### Port wiring, run 1

The bar under the picture is 20 um long.
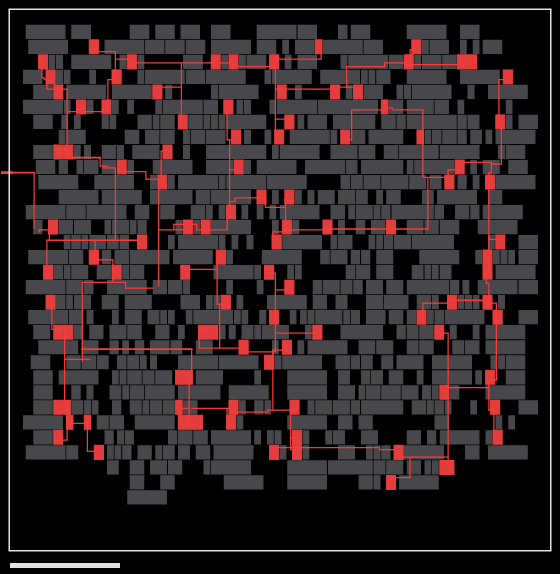
### Signal wires by layer, run 1

Two of the layers only.
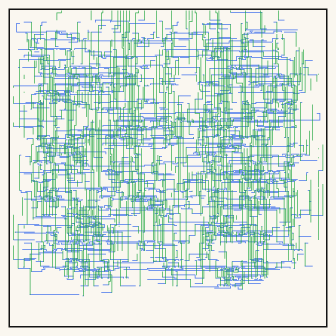
### Close-up of the layout, run 1

Window x 4 to 44, y 53 to 93 um. Cells in grey, sequential cells in the stronger grey; small squares are vias.
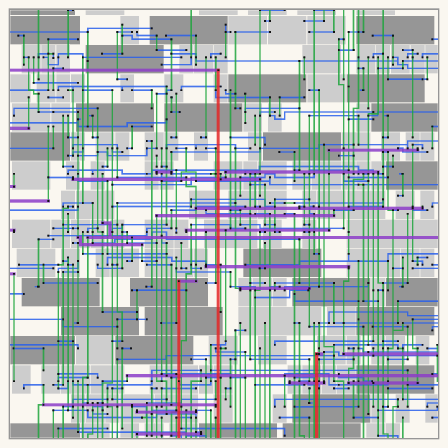
### Sequential cells coloured by netlist name, run 1

The bar under the picture is 20 um long.
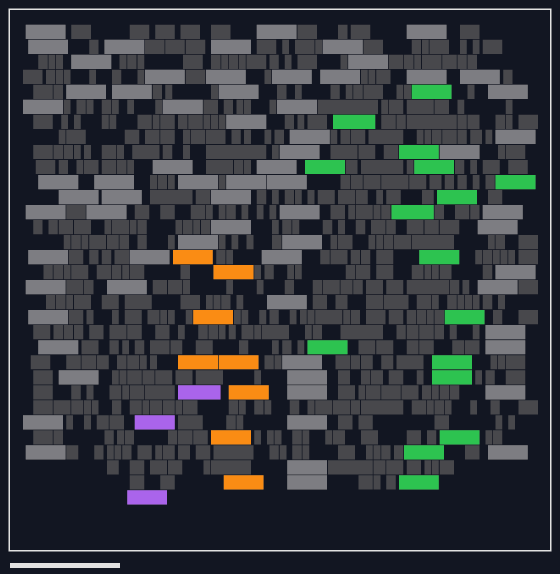
==> config.mk <==
export PLATFORM = sky130hd
export DESIGN_NAME = program_loader
export DESIGN_NICKNAME = d
export VERILOG_FILES = /design/src/rtl/program_loader.sv
export SDC_FILE = /design/constraint.sdc
export NUM_CORES = 1
export LEC_CHECK = 0
export CAP_MARGIN = 20
export CORE_MARGIN = 2
export CORE_UTILIZATION = 51
export DETAILED_ROUTE_END_ITERATION = 7
export PLACE_DENSITY = 0.72
export SLEW_MARGIN = 0
export SYNTH_ARGS = -nofsm -noshare
export SYNTH_HDL_FRONTEND = slang
export SYNTH_SLANG_ARGS = --single-unit
export TNS_END_PERCENT = 1
==> constraint.sdc <==
create_clock -name clk -period 2.1 [get_ports clk]
set_input_delay 0.315 -clock clk [delete_from_list [all_inputs] [get_ports clk]]
set_output_delay 0.315 -clock clk [all_outputs]
set_load 0.02 [all_outputs]
==> results.yml, run 1 <==
# generated from flow reports
place:
  gp_congestion: 0.901
global_routing:
  grt_pass1_vias: 4161
  overflow: 0
cts:
  tritoncts: "built"
  cts_buffers: 9
  cts_max_level: 3
  clkSinkCount: 95
  clock_latency_ns: 0.37
setup_path:
  cp.arrival_ns: 2.32
  critical_path_depth: 7
timing:
  slew_headroom_pct: 68.0
logic_synthesis:
  edf_count: 0
  syn_area_per_cell_um2: 7.59
  synth_nets: 604
run_status:
  status: "finished clean"
power:
  power.total_uw: 3820
floorplan:
  die_w_um: 97.8
  die_h_um: 97.8
worst_hold_path:
  worstHoldPathType: "primary input to flop"
finish:
  drive_above_1_share_pct: 13.2
routing:
  ant_nets: 0
About 'Port wiring':
legend:
  red:
    port: reset
    bits: 1
    direction: input
    edge: left
    end_cells: 97
    buffers: 5
    wire: 832 um
IO Pins: 49
PortBufs: 48

About 'Signal wires by layer':
legend:
  blue:
    layer: M1
    wire_length: 4720 um
  green:
    layer: M2
    wire_length: 5990 um
aggregate routed wire length: 11.6 mm
vias after detailed routing: 4338
All-Layer GR Usage: 25.4%
drt wl/cell: 15.2 um

About 'Close-up of the layout':
legend:
  blue:
    layer: M1
  purple:
    layer: M3
  red:
    layer: M4
  green:
    layer: M2
sequential cells in the window: 27
cells with their middle in the window: 153
most frequent: nand2_1 (50), a21oi_1 (27), dfxtp_1 (27)

About 'Sequential cells coloured by netlist name':
legend:
  orange:
    signal: len_hi_q
    sequential_cells: 8
  purple:
    signal: state_q
    sequential_cells: 3
  green:
    signal: idx_q
    sequential_cells: 16
flop share of the area: 34.0%
final core utilization: 64.8%

==> run 1: cell families after synthesis <==
kind of cell / after synthesis
AND-OR/OR-AND: 147
XOR/XNOR: 27
adder cells (fa/ha/maj): 1
buffers and inverters: 52
flip-flops: 95
AND/OR/NAND/NOR: 269
==> run 1: worst reg2reg max path, delay by kind of cell (launching register included) <==
| family | cells | cell delay, ns |
|---|---|---|
| simple gates | 3 | 0.70 |
| compound gates | 3 | 0.69 |
| flops | 1 | 0.39 |
| fa+ha+maj | 1 | 0.17 |
==> run 1: stage by stage <==
stage                     setup slack [ns]  TNS, ns  cells  instance area (um^2)
after CTS                           0.0108        0    765                  5550
after global placement              -0.245   -0.685    749                  5310
after floorplan                     0.0218        0    591                  4490
final                               0.0275        0    766                  5600
after global routing               -0.0377  -0.0377    766                  5600
after detailed placement            -0.287   -0.794    749                  5310
==> run 1: synth_stat cells (3+ instances only) <==
| cell type | n |
|---|---|
| inv_1 | 4 |
| xor2_1 | 4 |
| clkbuf_1 | 35 |
| a21oi_1 | 94 |
| a31oi_1 | 3 |
| dfxtp_1 | 95 |
| a211oi_1 | 3 |
| o21ai_0 | 25 |
| nor3_1 | 11 |
| nand4_1 | 6 |
| and2_1 | 3 |
| nand2_1 | 146 |
| nor4_2 | 3 |
| or3_1 | 8 |
| buf_2 | 10 |
| nand3b_1 | 13 |
| nand2b_1 | 8 |
| nand3_1 | 6 |
| nor2_1 | 46 |
| xnor2_1 | 22 |
| o211ai_1 | 3 |
| nor4_1 | 3 |
| nor2b_1 | 3 |
==> run 1: what timing repair did <==
item                                    4_1_cts  5_1_grt
setup buffers                                 0        1
endpoints found under the setup margin        2        2
cloned                                        0        0
endpoints found under the hold margin         0        0
pin swaps                                     0        3
resized                                       5        7
==> run 1: report_power, final <==
part | switching [uW] | leakage [uW] | internal, uW | total (uW)
combinational | 333 | 0.00105 | 226 | 559
sequential | 45.9 | 0.000768 | 1850 | 1890
clock | 650 | 0.000117 | 712 | 1360
==> run 1: metal layers <==
metal / routed length (um) / vias to the layer above / GRT usage, %
met5: 0 / - / 0
met4: 223 / 0 / 9.72
met3: 721 / 19 / 5.01
met2: 5980 / 165 / 44.2
met1: 4720 / 2025 / 31.3
li1: - / 2129 / -
==> run 1: cell type report <==
cell class	count	area [um^2]	area share, %
Multi-Input combinational cell	444	2430	43.4
Sequential cell	95	1910	34.0
Clock buffer	10	138	2.46
Tap cell	108	135	2.41
Clock inverter	6	91.3	1.63
Inverter	4	15.0	0.268
Timing Repair Buffer	99	882	15.8
==> run 2, diff against run 1 <==
ABC_AREA = 1   (was not set)
SLEW_MARGIN = not set   (was 0)
==> run 2 against run 1 <==
  * Sequential power increased by 19%
  * Critical path depth rose by 8
  * Clock power down 5%
  * Routed wire length decreased by 0.93%
  * Critical endpoint is now state_q[1]
  * Critical path type is now flop to flop
  * Largest cell class unchanged
==> results.yml, run 2 <==
# generated from flow reports
run_status:
  status: "finished clean"
logic_synthesis:
  synth_flops: 95
  synth_nets: 667
  most_common_cell: "nand2_1"
  syn_area_per_cell_um2: 6.80
  edf_count: 0
  top_cells_by_count: "nand2_1 (140), nor2_1 (123), dfxtp_1 (95)"
  async_flop_share_pct: 0
power:
  p_sw_share_pct: 38.3
  pwr-share-clk_pct: 24.1
  combPwrFrac_pct: 33.9
  p_sw_uw: 2050
  internal-power_uw: 3300
  power.total_uw: 5350
place:
  io_buffers: 48
  dpl_cell_area_um2: 5150
  gp_congestion: 0.941
finish:
  layout_top_cell: "nand2_1"
  drive_above_1_share_pct: 9.34
  fin_nets: 725
  logic_area_um2: 2260
  seq_area_um2: 1910
  fin_area_um2: 5400
  final_util_pct: 62.8
cts:
  clock_latency_ns: 0.37
  cts_max_level: 3
  tritoncts: "built"
  cts_buffers: 9
  clkSinkCount: 95
floorplan:
  die_w_um: 97.4
  pin_count: 49
  die_h_um: 97.4
  dieArea_um2: 9480
setup_path:
  crit_path_frequent_cell: "nand2_1"
  critical_path_depth: 15
  worstPathCellList: "nand2_1 > nor2_4 > nand2_2 > nand2_2 > nand2_1 > nand2_1 > nand2_1 > nor2_1 > nand2_1 > nor2_1 > nand3_1 > nand2_1 > nand2_1 > nand2_1 > a21oi_1"
  r2r_cells: 15
routing:
  ant_nets: 0
global_routing:
  grt_pass1_vias: 4072
  overflow: 0
timing:
  slew_headroom_pct: 43.3
  finalCritPeriodShare_pct: 94.3
  setup_tns_ns: 0
worst_hold_path:
  worstHoldPathType: "flop to flop"
run 2: netlist changes by cell type in the layout (fill, tap and decap cells not counted), sizes merged, moves of 7 or more:
cell and change:
nor4 -7, inv +51, xnor2 -16, buf -31
o21ai +44, a21oi -38, nor3 -11, or3 -8
nand3 +31, nand2b -8, nor2 +86
run 2: repair_timing:
item / 4_1_cts / 5_1_grt
cloned: 0 / 1
resized: 1 / 8
endpoints found under the setup margin: 1 / 30
pin swaps: 0 / 2
buffers inserted: 0 / 1
run 2: worst register-to-register path, stage by stage, from the launching register on:
cell and delay, ns:
dfxtp_1 0.44, nand2_1 0.16, nor2_4 0.20, nand2_2 0.13, nand2_2 0.09, nand2_1 0.05, nand2_1 0.07, nand2_1 0.05
nor2_1 0.08, nand2_1 0.06, nor2_1 0.17, nand3_1 0.11, nand2_1 0.08, nand2_1 0.05, nand2_1 0.06, a21oi_1 0.06
run 2: layer usage:
metal	routed length, um	global-route usage, %	up-vias
met5	0	0	-
met4	205	8.76	0
met3	530	4.10	14
met2	5290	40.7	112
met1	5510	33.1	1982
li1	-	-	2233
run 2: cell type report:
type | instances | share of cell area [%]
Timing Repair Buffer | 70 | 12.7
Multi-Input combinational cell | 483 | 41.9
Clock buffer | 9 | 2.29
Clock inverter | 7 | 1.58
Tap cell | 108 | 2.50
Sequential cell | 95 | 35.3
Inverter | 53 | 3.73
run 2: power by group through the flow:
stage / sequential (uW) / clock, uW / combinational, uW
finish: 2250 / 1290 / 1810
global route: 2280 / 1410 / 2020
CTS: 2240 / 1310 / 1770
detailed placement: 2280 / 0 / 1780
global placement: 2270 / 0 / 1760
floorplan: 2330 / 0 / 1170
run 2: cells by family (layout without fill, tap and decap cells):
| kind of cell | count (synthesis) | count (layout) | synth area share, % |
|---|---|---|---|
| AOI/OAI and AO/OA | 130 | 130 | 15.1 |
| xor gates and xnor gates | 10 | 10 | 2.28 |
| adders and majority gates | 1 | 1 | 0.281 |
| buffers and inverters | 76 | 139 | 6.50 |
| DFF | 95 | 95 | 42.8 |
| and+or+nand+nor | 342 | 342 | 33.1 |
run 2: through the flow:
step           setup WS (ns)  cells
2_1_floorplan          0.354    654
3_3_place_gp          0.0847    807
3_5_place_dp         -0.0394    807
4_1_cts               0.0742    823
5_1_grt              -0.0491    825
6_report               0.121    825
### Port wiring, run 2

The bar under the picture is 20 um long.
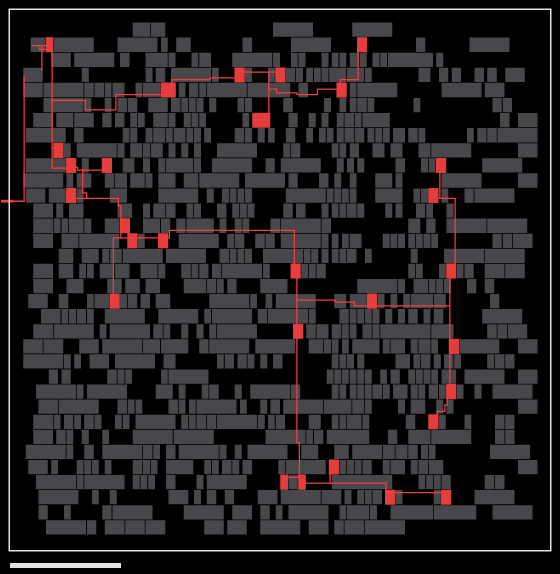
legend:
  red:
    port: reset
    bits: 1
    direction: input
    edge: left
    end_cells: 29
    buffers: 2
    wire: 390 um

### Signal wires by layer, run 2

Two of the layers only.
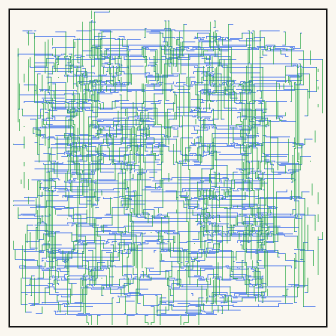
legend:
  green:
    layer: M2
    wire_length: 5290 um
  blue:
    layer: M1
    wire_length: 5510 um
aggregate routed wire length: 11.5 mm
All-Layer GR Usage: 24.8%
vias after detailed routing: 4341
drt wl/cell: 14.0 um

Power and IR drop assume default switching activity.
